$ cat config.mk
export PLATFORM = sky130hd
export DESIGN_NAME = lzc_sched
export DESIGN_NICKNAME = d
export VERILOG_FILES = /design/src/rtl/lzc_pkg.sv /design/src/rtl/lzc_sched_arb.sv /design/src/rtl/lzc_sched.sv
export SDC_FILE = /design/constraint.sdc
export NUM_CORES = 1
export LEC_CHECK = 0
export ABC_CLOCK_PERIOD_IN_PS = 2620
export CAP_MARGIN = 10
export CORE_MARGIN = 2
export CORE_UTILIZATION = 48
export CTS_CLUSTER_SIZE = 24
export DETAILED_ROUTE_END_ITERATION = 16
export PLACE_DENSITY = 0.8
export SLEW_MARGIN = 20
export SYNTH_ARGS = -nofsm -noshare
export SYNTH_HDL_FRONTEND = slang
export SYNTH_HIERARCHICAL = 1
export SYNTH_SLANG_ARGS = --single-unit
$ cat constraint.sdc
create_clock -name clk -period 2.62 [get_ports clk]
set_input_delay 0.786 -clock clk [delete_from_list [all_inputs] [get_ports clk]]
set_output_delay 0.786 -clock clk [all_outputs]
set_load 0.02 [all_outputs]
$ cat src/rtl/lzc_pkg.sv
// Shared types and constants for the leading-zero-count scheduler.
package lzc_pkg;

    localparam int ZEROS_W = 6;

    typedef enum logic [2:0] {
        S_IDLE,
        S_SETUP,
        S_FEED,
        S_WAIT,
        S_RESP
    } state_t;

    typedef logic req_id_t;

endpackage

$ cat src/rtl/lzc_sched_arb.sv
// Two-way round-robin arbiter: a lone requester always wins, a tie goes to
// whoever was not served last.
module rr_arb2
    import lzc_pkg::*;
(
    input  logic clk,
    input  logic rst,
    input  logic req0,
    input  logic req1,
    input  logic accept,
    output logic grant
);

    req_id_t last_served;

    // Grant selection from current requests and the last-served pointer
    always_comb begin
        if (req0 && !req1) begin
            grant = 1'b0;
        end else if (req1 && !req0) begin
            grant = 1'b1;
        end else begin
            grant = ~last_served;
        end
    end

    // Remember who was served; reset favours requester 0 next
    always_ff @(posedge clk) begin
        if (rst) begin
            last_served <= 1'b1;
        end else if (accept) begin
            last_served <= grant;
        end
    end

endmodule

$ cat src/rtl/lzc_sched.sv
// Serialises one operand at a time from two requesters into a word-wide
// leading-zero counter and returns the count (or a timeout) to the owner.
//
// state   | meaning
// --------+----------------------------------------------------------
// S_IDLE  | ready to accept an operand from the granted requester
// S_SETUP | mode driven to the LZC one cycle ahead of the first word
// S_FEED  | WORD data words sent, most-significant first
// S_WAIT  | waiting for the LZC result, bounded by TIMEOUT cycles
// S_RESP  | one-cycle response pulse, then back to idle
module lzc_sched
    import lzc_pkg::*;
#(
    parameter int WIDTH   = 8,
    parameter int WORD    = 4,
    parameter int TIMEOUT = 64
) (
    input  logic                   clk,
    input  logic                   rst,
    input  logic                   req0_valid,
    output logic                   req0_ready,
    input  logic [WIDTH*WORD-1:0]  req0_data,
    input  logic                   req0_mode,
    input  logic                   req1_valid,
    output logic                   req1_ready,
    input  logic [WIDTH*WORD-1:0]  req1_data,
    input  logic                   req1_mode,
    output logic                   rsp_valid,
    output logic                   rsp_id,
    output logic [ZEROS_W-1:0]     rsp_zeros,
    output logic                   rsp_err,
    output logic                   lzc_ivalid,
    output logic [WIDTH-1:0]       lzc_data,
    output logic                   lzc_mode,
    input  logic                   lzc_ovalid,
    input  logic [ZEROS_W-1:0]     lzc_zeros
);

    localparam int OP_W  = WIDTH * WORD;
    localparam int IDX_W = $clog2(WORD + 1);
    localparam int TMO_W = $clog2(TIMEOUT + 1);

    state_t            state;
    logic [OP_W-1:0]   op_q;
    logic [IDX_W-1:0]  idx;
    logic [TMO_W-1:0]  tmo;
    req_id_t           id_q;
    logic              grant;
    logic              idle;
    logic              accept;

    // Ready only in idle, only for the granted requester, never during reset
    assign idle       = (state == S_IDLE) && !rst;
    assign req0_ready = idle && req0_valid && (grant == 1'b0);
    assign req1_ready = idle && req1_valid && (grant == 1'b1);
    assign accept     = req0_ready || req1_ready;

    rr_arb2 u_arb (
        .clk    (clk),
        .rst    (rst),
        .req0   (req0_valid),
        .req1   (req1_valid),
        .accept (accept),
        .grant  (grant)
    );

    // Sequencing FSM with registered LZC and response outputs
    always_ff @(posedge clk) begin
        if (rst) begin
            state      <= S_IDLE;
            op_q       <= '0;
            idx        <= '0;
            tmo        <= '0;
            id_q       <= 1'b0;
            rsp_valid  <= 1'b0;
            rsp_id     <= 1'b0;
            rsp_zeros  <= '0;
            rsp_err    <= 1'b0;
            lzc_ivalid <= 1'b0;
            lzc_data   <= '0;
            lzc_mode   <= 1'b0;
        end else begin
            rsp_valid <= 1'b0;
            case (state)
                S_IDLE: begin
                    if (accept) begin
                        op_q     <= grant ? req1_data : req0_data;
                        lzc_mode <= grant ? req1_mode : req0_mode;
                        id_q     <= grant;
                        state    <= S_SETUP;
                    end
                end
                S_SETUP: begin
                    lzc_ivalid <= 1'b1;
                    lzc_data   <= op_q[OP_W-1 -: WIDTH];
                    op_q       <= op_q << WIDTH;
                    idx        <= IDX_W'(1);
                    state      <= S_FEED;
                end
                S_FEED: begin
                    if (idx == IDX_W'(WORD)) begin
                        lzc_ivalid <= 1'b0;
                        lzc_data   <= '0;
                        tmo        <= '0;
                        state      <= S_WAIT;
                    end else begin
                        lzc_data <= op_q[OP_W-1 -: WIDTH];
                        op_q     <= op_q << WIDTH;
                        idx      <= idx + 1'b1;
                    end
                end
                S_WAIT: begin
                    if (lzc_ovalid) begin
                        rsp_zeros <= lzc_zeros;
                        rsp_err   <= 1'b0;
                        rsp_valid <= 1'b1;
                        rsp_id    <= id_q;
                        state     <= S_RESP;
                    end else if (tmo == TMO_W'(TIMEOUT - 1)) begin
                        rsp_zeros <= '0;
                        rsp_err   <= 1'b1;
                        rsp_valid <= 1'b1;
                        rsp_id    <= id_q;
                        state     <= S_RESP;
                    end else begin
                        tmo <= tmo + 1'b1;
                    end
                end
                S_RESP: begin
                    state <= S_IDLE;
                end
                default: begin
                    state <= S_IDLE;
                end
            endcase
        end
    end

endmodule

Cell density map:
(4 px per micron) 9 x 9 tiles, from black (low) to pale yellow (high), 0 to 100% covered.
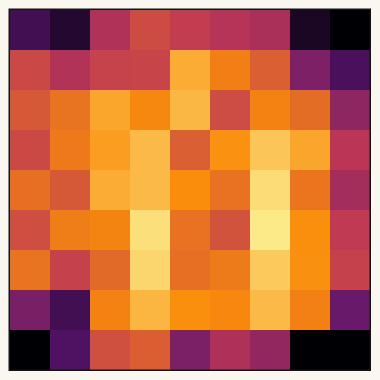
mean over tiles: 58%
emptiest ninth of the die: top right
nearly empty tiles: 4.9%
fullest tile: 95%
tiles over 75% full: 26%
Final Util: 66.9%
floorplan core density: 49.1%

The clock network:
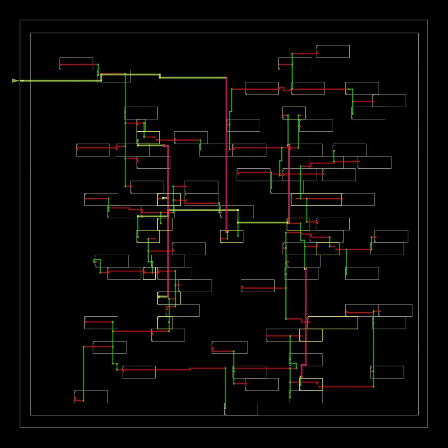
Clock net power: 0.969 mW
total CTS buffers: 9
Late-Pin Clk Latency: 350 ps

## cell usage after synthesis (4+ instances only)
| cell type | number | area share [%] |
|---|---|---|
| clkbuf_1 | 16 | 1.7 |
| a22o_1 | 6 | 1.5 |
| or3_1 | 25 | 4.4 |
| nor3_1 | 5 | 0.71 |
| a21oi_1 | 44 | 6.2 |
| inv_1 | 8 | 0.85 |
| buf_4 | 4 | 0.85 |
| mux2i_1 | 26 | 7.3 |
| nand4_1 | 32 | 5.7 |
| a31oi_1 | 4 | 0.71 |
| nand2_1 | 24 | 2.5 |
| dfxtp_1 | 66 | 37 |
| o21ai_0 | 49 | 6.9 |
| nor2_1 | 7 | 0.74 |
| and3_1 | 4 | 0.71 |
| buf_2 | 14 | 2.0 |
| o21ai_1 | 11 | 1.6 |
| mux2_2 | 8 | 2.5 |
==> flow_summary.ini <==
; implementation run metrics
[run_status]
status = completed

[place]
place_area_sq_um = 4590
dp_hpwl_microns = 6200

[layout]
fillers = 625
comb_cells = 299
biggestRegsByFlops = op_q (32), lzc_data (8), tmo (7)
fin_area_sq_um = 4830
area_growth_pct = 36.3
lay_top_cells = 92 x clkdlybuf4s50_1, 65 x dfxtp_1, 49 x o21ai_0, 43 x a21oi_1, 32 x nand4_1

[cts]
root_buffer = clkbuf_8
cts_hold_buf = 0
cts_resized = 11
post-cts-setup-buffer-count = 0

[worst_hold_path]
whs_endpoint = lzc_data[2]
hold_depth = 2

[power_and_ir_drop]
p_comb_share_pct = 29.4
p_seq_mw = 1.17
cellLeakagePower_nw = 1.73
powerDensity_nw_per_um2 = 628

[drt]
viasPerCell = 5.68
top_layer = met4
drt_first_iter_violations = 261
met1Wirelength_microns = 3880

[setup_path]
slowest_stage = dlygate4sd2_1
crit_type = in -> out
r2r_slack_ps = 650

[sta]
worst_pin_slew_ps = 923
slew_viol_final = 0
fin_tns_setup_ps = 0
skew_ps = 10.6
rsz0062_at_grt = false

[global_route]
grt_usage_pct = 22.1
gr-usage-met2_pct = 38.6

[logic_synthesis]
yosys_warnings = 6
Power is estimated from default activity; no workload was simulated.
